**config.mk**
```make
export PLATFORM = sky130hd
export DESIGN_NAME = latch_bank_ctrl
export DESIGN_NICKNAME = d
export VERILOG_FILES = /design/src/rtl/latch_ctrl_pkg.sv /design/src/rtl/latch_bank_ctrl_arb.sv /design/src/rtl/latch_bank_ctrl.sv
export SDC_FILE = /design/constraint.sdc
export NUM_CORES = 1
export LEC_CHECK = 0
export CAP_MARGIN = 10
export CORE_ASPECT_RATIO = 1.4
export CORE_MARGIN = 3
export CORE_UTILIZATION = 46
export CTS_CLUSTER_DIAMETER = 50
export DETAILED_ROUTE_END_ITERATION = 10
export PLACE_DENSITY = 0.85
export REMOVE_ABC_BUFFERS = 1
export SYNTH_ARGS = -nofsm -noshare
export SYNTH_HDL_FRONTEND = slang
export SYNTH_SLANG_ARGS = --single-unit
export TNS_END_PERCENT = 5
```
**constraint.sdc**
```tcl
create_clock -name clk -period 3.5 [get_ports clk]
set_clock_uncertainty 0.05 [all_clocks]
set_input_delay 0.525 -clock clk [delete_from_list [all_inputs] [get_ports clk]]
set_output_delay 0.525 -clock clk [all_outputs]
set_load 0.02 [all_outputs]
```
**src/rtl/latch_ctrl_pkg.sv**
```systemverilog
// latch_ctrl_pkg: shared state encoding and default parameters for the latch bank write controller
package latch_ctrl_pkg;
    typedef enum logic [1:0] {IDLE = 2'd0, SETUP = 2'd1, OPEN = 2'd2, HOLD = 2'd3} state_t;
    localparam int NREQ_DEF      = 4;
    localparam int DW_DEF        = 8;
    localparam int NWORDS_DEF    = 4;
    localparam int AW_DEF        = 2;
    localparam int EN_CYCLES_DEF = 1;
endpackage

```
**src/rtl/latch_bank_ctrl_arb.sv**
```systemverilog
// rr_arbiter: round-robin pick among NREQ requests, search starts one past the last grant
module rr_arbiter #(
    parameter int NREQ = 4,
    parameter int IW   = $clog2(NREQ)
) (
    input  logic            clk,
    input  logic            rst_n,
    input  logic            en,
    input  logic [NREQ-1:0] req,
    output logic [IW-1:0]   gnt,
    output logic            valid
);
    logic [IW-1:0] ptr;
    // scan from the far end so the candidate closest to ptr is written last and wins
    always_comb begin
        gnt   = '0;
        valid = 1'b0;
        for (int k = NREQ - 1; k >= 0; k--) begin
            if (req[(int'(ptr) + k) % NREQ]) begin
                gnt   = IW'((int'(ptr) + k) % NREQ);
                valid = 1'b1;
            end
        end
    end
    always_ff @(posedge clk) begin
        if (!rst_n)
            ptr <= '0;
        else if (en && valid)
            ptr <= (gnt == IW'(NREQ - 1)) ? '0 : gnt + 1'b1;
    end
endmodule

```
**src/rtl/latch_bank_ctrl.sv**
```systemverilog
// latch_bank_ctrl: sequences data/enable of a D-latch bank so data is stable around every enable window
module latch_bank_ctrl
    import latch_ctrl_pkg::*;
#(
    parameter int NREQ      = NREQ_DEF,
    parameter int DW        = DW_DEF,
    parameter int NWORDS    = NWORDS_DEF,
    parameter int AW        = AW_DEF,
    parameter int EN_CYCLES = EN_CYCLES_DEF,
    parameter int GW        = $clog2(NREQ)
) (
    input  logic             clk,
    input  logic             rst_n,
    input  logic [NREQ-1:0]  req,
    input  logic [NREQ*AW-1:0] wr_addr,
    input  logic [NREQ*DW-1:0] wr_data,
    output logic [NREQ-1:0]  ack,
    output logic             err,
    output logic             busy,
    output logic [GW-1:0]    grant_id,
    output logic [DW-1:0]    lat_d,
    output logic [NWORDS-1:0] lat_en
);
    state_t        state;
    logic [AW-1:0] cap_addr;
    logic [3:0]    cnt;
    logic [GW-1:0] win;
    logic          win_valid;
    logic          in_range;

    rr_arbiter #(.NREQ(NREQ), .IW(GW)) u_arb (
        .clk   (clk),
        .rst_n (rst_n),
        .en    (state == IDLE),
        .req   (req),
        .gnt   (win),
        .valid (win_valid)
    );

    assign in_range = 32'(cap_addr) < NWORDS;

    // lat_d doubles as the captured data register, so it is only loaded on grant
    always_ff @(posedge clk) begin
        if (!rst_n) begin
            state    <= IDLE;
            lat_en   <= '0;
            lat_d    <= '0;
            ack      <= '0;
            err      <= 1'b0;
            busy     <= 1'b0;
            grant_id <= '0;
            cap_addr <= '0;
            cnt      <= '0;
        end else begin
            case (state)
                IDLE: if (win_valid) begin
                    state    <= SETUP;
                    busy     <= 1'b1;
                    grant_id <= win;
                    cap_addr <= wr_addr[int'(win)*AW +: AW];
                    lat_d    <= wr_data[int'(win)*DW +: DW];
                end
                SETUP: begin
                    state  <= OPEN;
                    cnt    <= 4'(EN_CYCLES);
                    lat_en <= in_range ? NWORDS'(1) << cap_addr : '0;
                end
                OPEN: if (cnt == 4'd1) begin
                    state  <= HOLD;
                    lat_en <= '0;
                    ack    <= NREQ'(1) << grant_id;
                    err    <= !in_range;
                end else begin
                    cnt <= cnt - 4'd1;
                end
                HOLD: begin
                    state <= IDLE;
                    ack   <= '0;
                    err   <= 1'b0;
                    busy  <= 1'b0;
                end
            endcase
        end
    end
endmodule

```
==> images/floorplan.png <==
Drawn at 6 px/µm. Pins as bars on the die edge. Tap cells in grey.
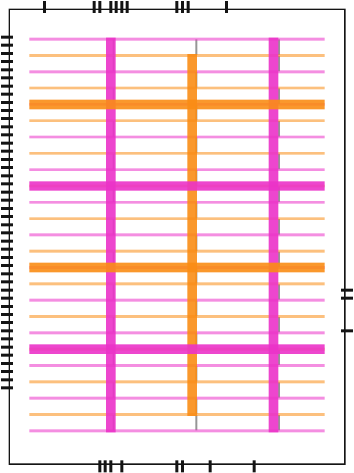
legend:
  orange:
    net: VDD
  magenta:
    net: VSS
met5 straps: 4
signal pins: 66
Worst VDD drop: 0.453 mV
Die X: 55.7 µm
core area: 3210 µm²

==> images/pinout.png <==
Drawn at 6 px/µm. Pins as bars across the die edge, other pins in grey.
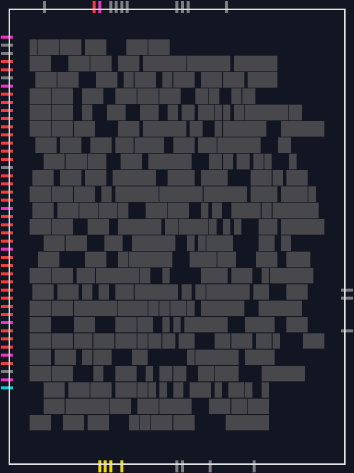
legend:
  red:
    port: wr_data
    pins: 32
    direction: input
    edge: 31 left, 1 top
  cyan:
    port: clk
    pins: 1
    direction: input
    edge: left
  magenta:
    port: lat_d
    pins: 8
    direction: output
    edge: 7 left, 1 top
  yellow:
    port: req
    pins: 4
    direction: input
    edge: bottom
all pins by edge: 44 left, 11 top, 8 bottom, 3 right

==> images/placed.png <==
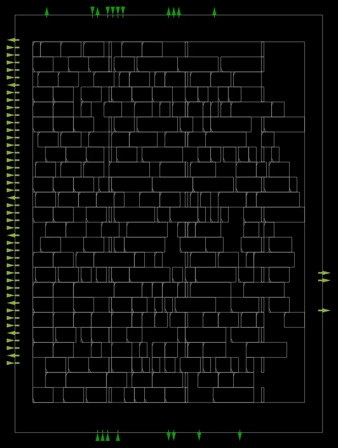
layout sequential cell count: 29
FP Rows: 24
Final Non-Filler Cells: 274
sequential share of cell area: 0.248
Well-Tap Cells: 39

==> images/layers.png <==
Drawn at 4 px/µm. Two of the layers only.
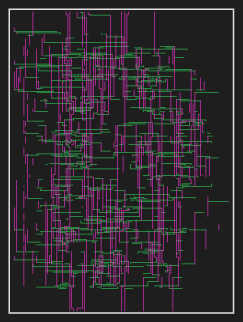
legend:
  magenta:
    layer: M2
    wire_length: 1990 µm
  green:
    layer: M1
    wire_length: 1600 µm
DR vias: 1520
total global-route track usage: 0.206

==> out/metrics.csv <==
stage;metric;value;unit
pwr;power share of the clock group;0.183;
pwr;Psw;641;µW
clocking;Clk pin slew, worst setup/hold paths;0.06;ns
synth;Post-Syn Area;1590;µm²
grt;most utilized layer in the global route result;met2;
timing;Tightest Pin Transition;0.518;ns
final_layout;share of cells above drive strength 1;0.0723;
final_layout;Reg area;581;µm²
synth;Synthesized registers;29;
setup_path;CP max FO;10;
clocking;Bufs on Longest Clock Path;2;
setup_path;Worst Reg2Reg Path Length in Cells;5;
clocking;Root Buffer Master;clkbuf_8;
routing;DR iter-0 viols;26;
setup_path;Worst Path Buf+Inv;1;
synth;main flop type;dfxtp_1;
routing;Post-route DRC;0;
grt;largest net degree at the start of global routing;23;
pwr;Clock net power;299;µW
place;RD Place Congestion;0.757;
setup_path;cell count along the critical path;5;
synth;count of different cell masters after synthesis;37;
run;Max Cap Violations;0;
grt;M2 GR Usage;0.354;
setup_path;Top Family by Delay on Critical Path;simple AND/OR/NAND/NOR gates;
clocking;H-tree levels;2;
setup_path;Worst Path Arrival;2.37;ns
grt;vias in the first global route;1544;
synth;yosys cell count;171;
clocking;CTS buffer count;5;
setup_path;Worst Setup End Kind;flip-flop;
routing;WL final;4020;µm
final_layout;logic area;932;µm²
run_status;outcome;completed;
final_layout;Top Layout Cells;clkdlybuf4s50_1, dfxtp_1, mux2i_1;
place;HPWL after DPL;3050;µm
grt;gr ovfl total;0;
place;# placed instances;266;
setup_path;Startpoint Class;primary input;
[kinds of logic after synthesis]
kind of cell,share of synthesized area
other,0.00236
AND/OR/NAND/NOR,0.175
buffers and inverters,0.0488
flip-flops,0.365
XOR/XNOR,0.00551
AND-OR/OR-AND,0.203
adder cells (fa/ha/maj),0.0551
multiplexers,0.145
[through the flow]
| stage | setup WS [ns] | utilization | hold WS, ns | cell area (µm²) |
|---|---|---|---|---|
| final | 1.26 | 0.730 | 0.402 | 2340 |
| after global routing | 1.08 | 0.730 | 0.438 | 2340 |
| after CTS | 1.28 | 0.730 | 0.409 | 2340 |
| after detailed placement | 0.976 | 0.698 | 0.400 | 2240 |
| after global placement | 1.12 | 0.698 | 0.389 | 2240 |
| after floorplan | 1.34 | - | 0.456 | 1540 |
[cells in the mapped netlist (5+ instances only)]
master	count	area share
nor2b_1	7	0.028
o21ai_0	7	0.022
a21oi_1	9	0.028
inv_1	7	0.017
dfxtp_1	29	0.37
o221ai_1	10	0.055
nand3_1	12	0.038
mux2i_1	23	0.14
ha_1	7	0.055
clkbuf_1	5	0.012
a21boi_0	5	0.024
nand2_1	14	0.033
[metal layers]
metal	part of all wire	up-vias
met5	0	-
li1	-	752
met1	0.40	684
met2	0.49	68
met4	0.032	0
met3	0.077	16
[layout make-up]
cell class | count | share of cell area
clock buffer | 7 | 0.0411
tap | 39 | 0.0208
timing repair buffer | 66 | 0.280
sequential | 29 | 0.248
clock inverter | 1 | 0.00213
multi-input combinational | 125 | 0.398
inverter | 7 | 0.0112
[flip-flops by register name, indices dropped and copies added (netlist names)]
register / flops
grant_id: 2
busy: 1
cap_addr: 2
lat_d: 8
state: 2
u_arb.ptr: 2
cnt: 4
lat_en: 4
ack: 4
Power figures rest on the tool's default switching activity, not on a simulated workload.
